## src/rtl/axis_testpattern_if.sv

```systemverilog
// AXI-stream style pixel bus between the test-pattern source and the video sink.
interface axis_testpattern_if;
    logic        o_valid;
    logic        i_ready;
    logic        o_hlast;
    logic        o_vlast;
    logic [23:0] o_rgb_pix;

    modport master (
        output o_valid,
        output o_hlast,
        output o_vlast,
        output o_rgb_pix,
        input  i_ready
    );

    modport slave (
        input  o_valid,
        input  o_hlast,
        input  o_vlast,
        input  o_rgb_pix,
        output i_ready
    );
endinterface

```

## src/rtl/axis_testpattern.sv

```systemverilog
// Video test-pattern generator: colour bars, checkerboard, gradient, solid.
// Optional macro AXISTESTPATTERN_SCROLL_EN scrolls patterns 1 and 2 by one pixel per frame.
module axis_testpattern #(
    parameter int HW = 12,
    parameter int VW = 12
) (
    input  logic                i_pixclk,
    input  logic                i_reset,
    input  logic [HW-1:0]       i_width,
    input  logic [VW-1:0]       i_height,
    input  logic [1:0]          i_pattern,
    input  logic [23:0]         i_color,
    axis_testpattern_if.master  axis
);
    logic          start_q;
    logic          valid_q;
    logic          hlast_q, hlast_d;
    logic          vlast_q, vlast_d;
    logic [23:0]   pix_q, pix_d;
    logic [HW-1:0] x_q, x_d;
    logic [VW-1:0] y_q, y_d;
    logic [HW-1:0] bcnt_q, bcnt_d;
    logic [2:0]    bidx_q, bidx_d;
    logic [HW-1:0] w_q, w_d;
    logic [VW-1:0] h_q, h_d;
    logic [1:0]    pat_q, pat_d;
    logic [23:0]   col_q, col_d;
    logic [HW-1:0] bw;
    logic [7:0]    scroll;
    logic [7:0]    xs;
    logic          xfer, fend, load, adv;

    function automatic logic [23:0] bar_color(input logic [2:0] idx);
        logic [23:0] c;
        unique case (idx)
            3'd0: c = 24'hFFFFFF;
            3'd1: c = 24'hFFFF00;
            3'd2: c = 24'h00FFFF;
            3'd3: c = 24'h00FF00;
            3'd4: c = 24'hFF00FF;
            3'd5: c = 24'hFF0000;
            3'd6: c = 24'h0000FF;
            3'd7: c = 24'h000000;
        endcase
        return c;
    endfunction

    assign xfer = valid_q & axis.i_ready;
    assign fend = xfer & hlast_q & vlast_q;
    assign load = start_q | fend;
    assign adv  = start_q | xfer;

    assign w_d   = load ? i_width   : w_q;
    assign h_d   = load ? i_height  : h_q;
    assign pat_d = load ? i_pattern : pat_q;
    assign col_d = load ? i_color   : col_q;
    assign bw    = w_d >> 3;

`ifdef AXISTESTPATTERN_SCROLL_EN
    logic [7:0] fcnt_q, fcnt_d;

    assign fcnt_d = fend ? fcnt_q + 8'd1 : fcnt_q;
    assign scroll = fcnt_d;

    always_ff @(posedge i_pixclk) begin
        if (i_reset) fcnt_q <= '0;
        else         fcnt_q <= fcnt_d;
    end
`else
    assign scroll = 8'd0;
`endif

    // Everything below describes the beat that will be presented next.
    always_comb begin
        x_d    = x_q;
        y_d    = y_q;
        bcnt_d = bcnt_q;
        bidx_d = bidx_q;
        if (start_q) begin
            x_d = '0;
            y_d = '0;
        end else if (xfer) begin
            if (hlast_q) begin
                x_d = '0;
                y_d = vlast_q ? '0 : y_q + VW'(1);
            end else begin
                x_d = x_q + HW'(1);
            end
        end
        if (x_d == '0) begin
            bcnt_d = '0;
            bidx_d = '0;
        end else if (adv) begin
            if (bcnt_q == bw - HW'(1) && bidx_q != 3'd7) begin
                bcnt_d = '0;
                bidx_d = bidx_q + 3'd1;
            end else begin
                bcnt_d = bcnt_q + HW'(1);
            end
        end
    end

    assign xs      = x_d[7:0] + scroll;
    assign hlast_d = (x_d == w_d - HW'(1));
    assign vlast_d = (y_d == h_d - VW'(1));

    always_comb begin
        pix_d = '0;
        unique case (pat_d)
            2'd0: pix_d = bar_color(bidx_d);
            2'd1: pix_d = (xs[4] ^ y_d[4]) ? 24'hFFFFFF : 24'h000000;
            2'd2: pix_d = {xs, y_d[7:0], xs ^ y_d[7:0]};
            2'd3: pix_d = col_d;
        endcase
    end

    always_ff @(posedge i_pixclk) begin
        if (i_reset) begin
            start_q <= 1'b1;
            valid_q <= 1'b0;
            hlast_q <= 1'b0;
            vlast_q <= 1'b0;
            pix_q   <= '0;
            x_q     <= '0;
            y_q     <= '0;
            bcnt_q  <= '0;
            bidx_q  <= '0;
            w_q     <= '0;
            h_q     <= '0;
            pat_q   <= '0;
            col_q   <= '0;
        end else begin
            start_q <= 1'b0;
            valid_q <= 1'b1;
            if (adv) begin
                hlast_q <= hlast_d;
                vlast_q <= vlast_d;
                pix_q   <= pix_d;
                x_q     <= x_d;
                y_q     <= y_d;
                bcnt_q  <= bcnt_d;
                bidx_q  <= bidx_d;
                w_q     <= w_d;
                h_q     <= h_d;
                pat_q   <= pat_d;
                col_q   <= col_d;
            end
        end
    end

    assign axis.o_valid   = valid_q;
    assign axis.o_hlast   = hlast_q;
    assign axis.o_vlast   = vlast_q;
    assign axis.o_rgb_pix = pix_q;
endmodule

```

## src/flat_wrapper.sv

```systemverilog
// flat-port wrapper written by rule: the top's interface ports become plain ports
module axis_testpattern_flat 
#(
    parameter int HW = 12,
    parameter int VW = 12
)
  (i_pixclk, i_reset, i_width, i_height, i_pattern, i_color, axis_o_valid, axis_o_hlast, axis_o_vlast, axis_o_rgb_pix, axis_i_ready);
  axis_testpattern_if axis_i ();
  input  logic i_pixclk;
  input  logic i_reset;
  input  logic [HW-1:0] i_width;
  input  logic [VW-1:0] i_height;
  input  logic [1:0] i_pattern;
  input  logic [23:0] i_color;
  output wire logic [$bits(axis_i.o_valid)-1:0] axis_o_valid;
  output wire logic [$bits(axis_i.o_hlast)-1:0] axis_o_hlast;
  output wire logic [$bits(axis_i.o_vlast)-1:0] axis_o_vlast;
  output wire logic [$bits(axis_i.o_rgb_pix)-1:0] axis_o_rgb_pix;
  input wire logic [$bits(axis_i.i_ready)-1:0] axis_i_ready;
  assign axis_o_valid = axis_i.o_valid;
  assign axis_o_hlast = axis_i.o_hlast;
  assign axis_o_vlast = axis_i.o_vlast;
  assign axis_o_rgb_pix = axis_i.o_rgb_pix;
  assign axis_i.i_ready = axis_i_ready;
  axis_testpattern #(.HW(HW), .VW(VW)) u_core (.i_pixclk(i_pixclk), .i_reset(i_reset), .i_width(i_width), .i_height(i_height), .i_pattern(i_pattern), .i_color(i_color), .axis(axis_i));
endmodule
```

## config.mk

```make
export PLATFORM = sky130hd
export DESIGN_NAME = axis_testpattern_flat
export DESIGN_NICKNAME = d
export VERILOG_FILES = /design/src/rtl/axis_testpattern_if.sv /design/src/rtl/axis_testpattern.sv /design/src/flat_wrapper.sv
export SDC_FILE = /design/constraint.sdc
export NUM_CORES = 1
export LEC_CHECK = 0
export ABC_AREA = 0
export CAP_MARGIN = 20
export CORE_MARGIN = 2
export CORE_UTILIZATION = 58
export CTS_CLUSTER_DIAMETER = 50
export DETAILED_ROUTE_END_ITERATION = 10
export PLACE_DENSITY = 0.82
export SETUP_SLACK_MARGIN = 0.1
export SLEW_MARGIN = 20
export SYNTH_ARGS = -nofsm -noshare
export SYNTH_HDL_FRONTEND = slang
export SYNTH_SLANG_ARGS = --single-unit
```

## constraint.sdc

```tcl
create_clock -name i_pixclk -period 5.3 [get_ports i_pixclk]
set_clock_uncertainty 0.2 [all_clocks]
set_input_delay 0.53 -clock i_pixclk [delete_from_list [all_inputs] [get_ports i_pixclk]]
set_output_delay 0.53 -clock i_pixclk [all_outputs]
set_load 0.1 [all_outputs]
```

==> run notes <==
Implementation status.

- The clock transition at the registers of the reported paths is 0.05 ns.
- The area added between synthesis and finish is 19.1%.
- The net switching power in the latest report is 832 uW.
- The site row count is 41.
- Entering global routing, the biggest net connects between 80 and 90 pins.
- STA classifies the critical path startpoint as a register.
- The root buffer cell is sky130_fd_sc_hd__clkbuf_16.
- The worst setup path is captured at a register.
- The library cell with the highest instance count after synthesis is sky130_fd_sc_hd__nor2_1.
- Input and output buffers added on the ports amount to 79.
- Post-synth the commonest register cell is sky130_fd_sc_hd__dfxtp_1.
- The report lists the power per cell area as 300 nW/um^2.
- The final count of hold timing violations is 0.
- Ranked by instance count, the synthesized netlist is headed by 131 x sky130_fd_sc_hd__nor2_1, 117 x sky130_fd_sc_hd__dfxtp_1, 105 x sky130_fd_sc_hd__nand2_1.
- The yosys stat cell total is between 900 and 1,000.
- In this build the clock could be raised as far as between 200 and 250 MHz.
- By area the synthesized netlist is led by sky130_fd_sc_hd__dfxtp_1 31%, sky130_fd_sc_hd__nor2_1 6.6%, sky130_fd_sc_hd__mux2i_1 6.6%.
- The path class of the lowest-slack min-delay path is in -> reg.
- The initial DRC count is approximately 680.
- The final number of setup-violating endpoints is 0.
- The layout report lists the multi-input gate area as roughly 4800 um^2.
- The required time of the critical path is 5.38 ns.
- Yosys reports that the leading cell type by area covers between 30% and 40% of the netlist area.
- The met1 global-route usage is a little under two fifths.
- The via count of the first global-routing pass is 6,995.
- The final weighted congestion in routability-driven placement is roughly 0.94.
- The run reported a max-capacitance violation count of 0.
- Warnings reported by Yosys during synthesis add up to 0.
- The number of placed instances, taps included, is about 1,200.
- The H-tree was split into 4 levels.
- The filler cell count in the final layout is between 1,000 and 1,500.
- Summing every instance area after synthesis gives roughly 7500 um^2.
- The number of antenna violations at the first check in global routing is 0.
- The async set-or-reset flop fraction in the synthesized netlist is 0%.
- Setup slack on the worst path after placement came out at ~0.16 ns.
- The total inserted antenna cells is 0.
- The flow ran to the end, and the final reports show no timing, DRC or antenna violations.
- The number of nets produced by synthesis is a little over 1,000.
- For this design, the CTS-stage hold fixing added 0 buffers.
- The remaining global-route overflow is 0.
- The design draws ~2700 uW.
- In this run the tools logged warnings totalling 27.
- The estimated wirelength of the detail-placed design is 14.3 mm.
- Net switching is 31.2% of the power.
- In this run the count of I/O pins placed on the die edge is ~80.
- The met2 demand-to-capacity share in global routing is between 40% and 50%.
- The vertical die dimension reported for this design is between 100 and 150 um.
- After floorplanning, the die was sized to cover between 10,000 and 15,000 um^2.
- For reference, the final report shows the max-slew violation count at 0.
- The script extracted a total leakage power of ~0.0034 uW.
- The library cells used most frequently in the layout, excluding fill and tap cells, are 130 x sky130_fd_sc_hd__nor2_1, 114 x sky130_fd_sc_hd__dfxtp_1, 105 x sky130_fd_sc_hd__nand2_1, 78 x sky130_fd_sc_hd__clkdlybuf4s50_1, 49 x sky130_fd_sc_hd__a21oi_1.
- The accumulated negative setup slack is 0 ns.
- The clock tree buffer depth is 2.
- The CTS sink count is 117.
==> cell type report <==
type | instances | area share [%]
Clock buffer | 20 | 5.13
Clock inverter | 12 | 1.43
Inverter | 14 | 0.590
Multi-Input combinational cell | 763 | 53.6
Sequential cell | 117 | 26.4
Tap cell | 172 | 2.42
Timing Repair Buffer | 98 | 10.5
==> critical path: stages, from the launching register on <==
cell                      delay (ns)
sky130_fd_sc_hd__dfxtp_1        0.68
sky130_fd_sc_hd__a41o_4         0.36
sky130_fd_sc_hd__mux2i_1        0.42
sky130_fd_sc_hd__ha_1           0.34
sky130_fd_sc_hd__or4b_2         0.68
sky130_fd_sc_hd__or3_1          0.33
sky130_fd_sc_hd__nand3_1        0.11
sky130_fd_sc_hd__a21bo_2        0.14
sky130_fd_sc_hd__and4_1         0.27
sky130_fd_sc_hd__and4_1         0.31
sky130_fd_sc_hd__mux2i_1        0.58
sky130_fd_sc_hd__o21ai_0        0.19
==> stage by stage <==
step | util (%) | hold WS [ns] | area (um^2)
floorplan | - | 0.227 | 7480
global placement | 65.9 | 0.236 | 8310
detailed placement | 65.9 | 0.240 | 8310
CTS | 70.5 | 0.204 | 8900
global route | 70.5 | 0.214 | 8900
finish | 70.5 | 0.223 | 8900
==> per-layer routing <==
metal	part of all wire, %	up-vias
met5	0	-
met4	3.2	0
met3	7.3	55
met2	48	306
met1	42	3476
li1	-	3579
==> path summary, 6_finish.rpt <==
check / startpoint / end / slack (ns) / depth (start not counted)
worst max-delay path: u_core.start_q / u_core.axis.o_rgb_pix[13] / 0.53 / 11
worst min-delay path: i_reset / u_core.start_q / 0.22 / 1
worst max register to register: u_core.start_q / u_core.axis.o_rgb_pix[13] / 0.53 / 11
worst min register to register: u_core.col_q[3] / u_core.col_q[3] / 0.24 / 2
==> kinds of logic (layout without fill, tap and decap cells) <==
kind of cell / after synthesis / after routing / share of synthesized area [%]
adders and majority gates: 9 / 9 / 1.51
and+or+nand+nor: 426 / 426 / 27.5
muxes: 53 / 53 / 7.16
buffers and inverters: 74 / 144 / 5.29
xor gates and xnor gates: 66 / 66 / 7.92
DFF: 117 / 117 / 31.3
AOI/OAI and AO/OA: 209 / 209 / 19.3
==> flip-flops by register name, indices dropped and copies added, names as in the netlist, 2 cells and up <==
name / cells
u_core.y_q: 12
u_core.w_q: 12
u_core.bidx_q: 3
u_core.bcnt_q: 12
u_core.pat_q: 2
u_core.h_q: 12
u_core.x_q: 12
u_core.axis.o_rgb_pix: 24
u_core.col_q: 24
==> power groups by stage <==
stage	clock network [uW]	logic, uW	registers, uW
2_1_floorplan	0	293	1110
3_3_place_gp	0	569	975
3_5_place_dp	0	577	975
4_1_cts	1140	579	958
5_1_grt	1180	627	962
6_report	1130	584	959
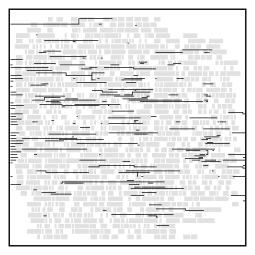
(images/m3.png)
(2 px per um)
The wires run mostly horizontal. The layer holds 7.3% of the routed length. 133 nets have wire on it. The longest straight run is 50.8 um. The layer carries 1,520 um of wire.
DRT Wirelength: 20.7 mm
DR vias: 7,416
met3 usage in global routing: 7.22%

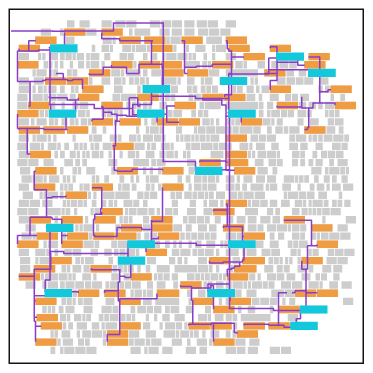
(images/clock_wires.png)
(3 px per um)
Key: clock wires = purple [length 1,470 um]; flip-flops = orange [count 117]; clock-net drivers = cyan [count 17]
Position of the flops: widely spread.
Clock group: 1130 uW
insertion delay at the late pin of the worst-skew pair: 0.42 ns
Clock Power Share: 42.3%

Power figures rest on the tool's default switching activity, not on a simulated workload.
